<file path="src/rtl/serial_rx4_pkg.sv">
// Shared definitions for the serial_rx4 input stage: frame length,
// FSM state encoding and the data-bit placement helper.
package serial_rx4_pkg;

    // Number of data bits carried between the start and stop bits.
    localparam int FRAME_BITS = 4;

    typedef enum logic [1:0] {
        IDLE = 2'd0,
        DATA = 2'd1,
        STOP = 2'd2
    } state_t;

    // Bit position that the cnt-th received data bit lands in.
    function automatic logic [1:0] bit_slot(input logic [1:0] cnt, input bit msb_first);
        return msb_first ? (2'(FRAME_BITS - 1) - cnt) : cnt;
    endfunction

endpackage

</file>
<file path="src/rtl/serial_rx4_if.sv">
// Serial line in, held parallel word and status pulses out.
interface serial_rx4_if;
    import serial_rx4_pkg::*;

    logic                  sin;
    logic                  sin_en;
    logic [FRAME_BITS-1:0] dout;
    logic                  valid;
    logic                  err;
    logic                  busy;

    // Line driver / consumer side.
    modport master (output sin, sin_en, input dout, valid, err, busy);
    // Receiver side.
    modport slave  (input sin, sin_en, output dout, valid, err, busy);

endinterface

</file>
<file path="src/rtl/serial_rx4_shreg4.sv">
// 4-bit data register with per-bit write enable; all enabled bits load d.
module shreg4
    import serial_rx4_pkg::*;
(
    input  logic                  clk,
    input  logic                  rst,
    input  logic [FRAME_BITS-1:0] we,
    input  logic                  d,
    output logic [FRAME_BITS-1:0] q
);

    // Load the serial bit into whichever positions are enabled this edge.
    always_ff @(posedge clk or negedge rst) begin
        // NOTE: this is data-path storage, but it is reset anyway so that the
        // whole receiver comes out of reset in a known, all-zero condition.
        if (!rst) begin
            q <= '0;
        end else begin
            for (int i = 0; i < FRAME_BITS; i++) begin
                if (we[i]) q[i] <= d;
            end
        end
    end

endmodule

</file>
<file path="src/rtl/serial_rx4.sv">
// Framed serial receiver: start bit, 4 data bits, stop bit, sampled on
// sin_en. Holds the last good word on dout; framing errors pulse err.
module serial_rx4
    import serial_rx4_pkg::*;
#(
    parameter bit MSB_FIRST = 1'b0
) (
    input  logic        clk,
    input  logic        rst,
    serial_rx4_if.slave bus
);

    state_t                state;
    logic [1:0]            cnt;
    logic [FRAME_BITS-1:0] word;
    logic [FRAME_BITS-1:0] we;
    logic [FRAME_BITS-1:0] dout_q;
    logic                  valid_q;
    logic                  err_q;

    // Enable exactly one data-bit slot on each strobed DATA edge.
    always_comb begin
        // NOTE: default first so every path assigns we and no latch is inferred.
        we = '0;
        if (state == DATA && bus.sin_en) we[bit_slot(cnt, MSB_FIRST)] = 1'b1;
    end

    shreg4 u_shreg (
        .clk (clk),
        .rst (rst),
        .we  (we),
        .d   (bus.sin),
        .q   (word)
    );

    // Frame FSM, bit counter and registered outputs.
    always_ff @(posedge clk or negedge rst) begin
        if (!rst) begin
            state   <= IDLE;
            cnt     <= 2'd0;
            dout_q  <= '0;
            valid_q <= 1'b0;
            err_q   <= 1'b0;
        end else begin
            // NOTE: non-blocking so every register updates from pre-edge values.
            valid_q <= 1'b0;
            err_q   <= 1'b0;
            if (bus.sin_en) begin
                case (state)
                    IDLE: begin
                        if (!bus.sin) begin
                            state <= DATA;
                            cnt   <= 2'd0;
                        end
                    end
                    DATA: begin
                        if (cnt == 2'(FRAME_BITS - 1)) state <= STOP;
                        else                           cnt   <= cnt + 2'd1;
                    end
                    STOP: begin
                        if (bus.sin) begin
                            dout_q  <= word;
                            valid_q <= 1'b1;
                        end else begin
                            err_q <= 1'b1;
                        end
                        state <= IDLE;
                    end
                    default: state <= IDLE;
                endcase
            end
        end
    end

    assign bus.dout  = dout_q;
    assign bus.valid = valid_q;
    assign bus.err   = err_q;
    assign bus.busy  = (state != IDLE);

endmodule

</file>
<file path="src/flat_wrapper.sv">
// flat-port wrapper written by rule: the top's interface ports become plain ports
module serial_rx4_flat import serial_rx4_pkg::*;
#(
    parameter bit MSB_FIRST = 1'b0
)
  (clk, rst, bus_sin, bus_sin_en, bus_dout, bus_valid, bus_err, bus_busy);
  serial_rx4_if bus_i ();
  input  logic clk;
  input  logic rst;
  input wire logic [$bits(bus_i.sin)-1:0] bus_sin;
  input wire logic [$bits(bus_i.sin_en)-1:0] bus_sin_en;
  output wire logic [$bits(bus_i.dout)-1:0] bus_dout;
  output wire logic [$bits(bus_i.valid)-1:0] bus_valid;
  output wire logic [$bits(bus_i.err)-1:0] bus_err;
  output wire logic [$bits(bus_i.busy)-1:0] bus_busy;
  assign bus_i.sin = bus_sin;
  assign bus_i.sin_en = bus_sin_en;
  assign bus_dout = bus_i.dout;
  assign bus_valid = bus_i.valid;
  assign bus_err = bus_i.err;
  assign bus_busy = bus_i.busy;
  serial_rx4 #(.MSB_FIRST(MSB_FIRST)) u_core (.clk(clk), .rst(rst), .bus(bus_i));
endmodule
</file>
<file path="config.mk">
export PLATFORM = sky130hd
export DESIGN_NAME = serial_rx4_flat
export DESIGN_NICKNAME = d
export VERILOG_FILES = /design/src/rtl/serial_rx4_pkg.sv /design/src/rtl/serial_rx4_if.sv /design/src/rtl/serial_rx4_shreg4.sv /design/src/rtl/serial_rx4.sv /design/src/flat_wrapper.sv
export SDC_FILE = /design/constraint.sdc
export NUM_CORES = 1
export LEC_CHECK = 0
export CAP_MARGIN = 20
export CORE_UTILIZATION = 45
export CTS_CLUSTER_DIAMETER = 150
export DETAILED_ROUTE_END_ITERATION = 6
export PLACE_DENSITY = 0.78
export SETUP_SLACK_MARGIN = 0.5
export SLEW_MARGIN = 10
export SYNTH_ARGS = -nofsm -noshare
export SYNTH_HDL_FRONTEND = slang
export SYNTH_HIERARCHICAL = 1
export SYNTH_SLANG_ARGS = --single-unit
export TNS_END_PERCENT = 1
</file>
<file path="constraint.sdc">
create_clock -name clk -period 1.2 [get_ports clk]
set_input_delay 0.36 -clock clk [delete_from_list [all_inputs] [get_ports clk]]
set_output_delay 0.36 -clock clk [all_outputs]
set_load 0.1 [all_outputs]
</file>
Fig. 1: signal wires on met1
Supply wires on this layer in grey.
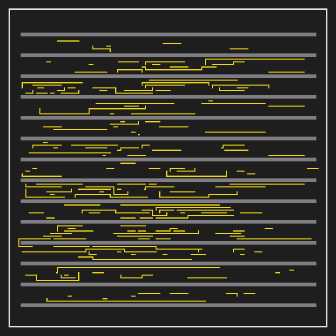
wire length on this layer	655 um
longest straight run	21.2 um
share of all routed wire	46%
nets with wire on the layer	76
main direction	horizontal
M1 GR Usage: 0.2357
routed wire length: 1.408 mm
vias post-DR: 486

Fig. 2: wires at chosen ports, followed through buffers
Scale bar: 10 um.
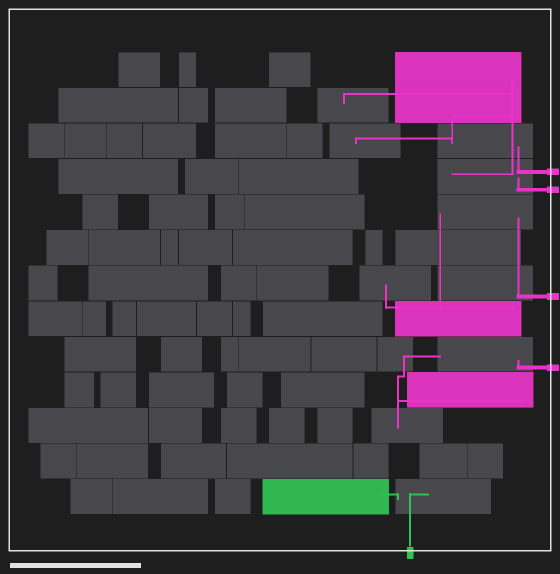
colour	port	direction	end cells	buffers	wire
magenta	bus_dout	output	4	4	94.3 um
green	bus_err	output	1	1	7.00 um

Fig. 3: cell area per tile
Scale bar: 10 um. 8 x 8 tiles, from white (low) to dark blue (high), 0 to 100% covered.
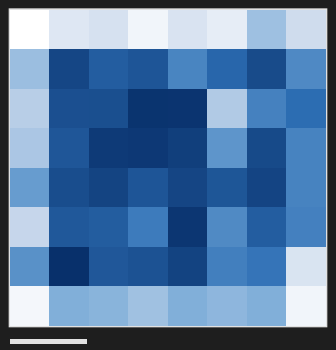
nearly empty tiles	1.6%
tiles over 75% full	45%
densest ninth of the die	centre

==> metrics.cfg <==
[drt]
met3WireLength_um = 37
ant_nets = 0
wl_met2_um = 707
vias_per_cell = 5.226

[setup_path]
r2r_end = u_core/u_shreg/q[3]

[final_layout]
drive_above_1_share = 0.6667
comb_area_share = 0.3379
inv_count = 6
seq_area_sq_um = 359.1

[status]
status = finished, violations left
violations = setup timing

[global_routing]
grt_pass1_vias = 457

[floorplan]
dieArea_sq_um = 1704
fp_util = 0.5082

[sta]
setup_ws_ns = -0.2645
setup_violations = 15
fin_setup_tns_ns = -1.531

[worst_hold_path]
hp-class = primary input to asynchronous set/reset pin

[clock_tree]
clockRootBuffer = clkbuf_4
cts_hold_buf = 0

[flow_run]
log.warning_count = 32

[power_and_ir_drop]
swShare = 0.4091

[synthesis]
yosysWarnings = 6

Fig. 4: clock routing
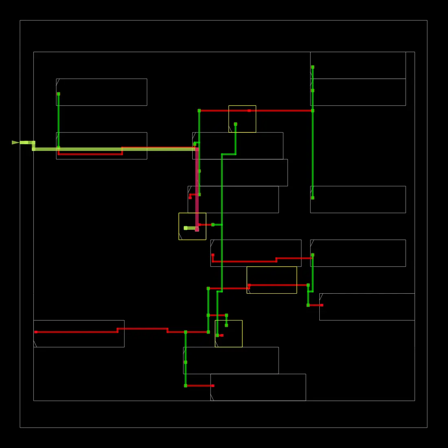
clock skew: 0.003438 ns
flop count: 14
total clock sinks: 14
clk_lat worst skew: 0.28 ns
# clk buffers: 4

Fig. 5: wiring by layer
Two of the layers only.
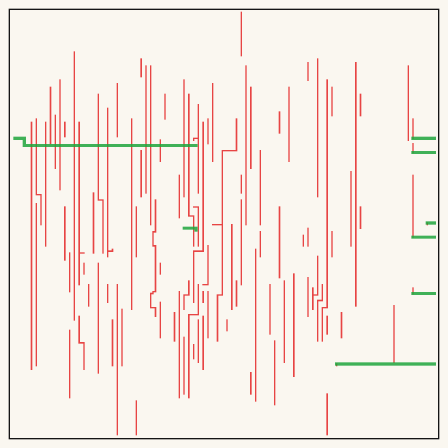
colour	layer	wire length
green	metal 3	37.9 um
red	metal 2	708 um

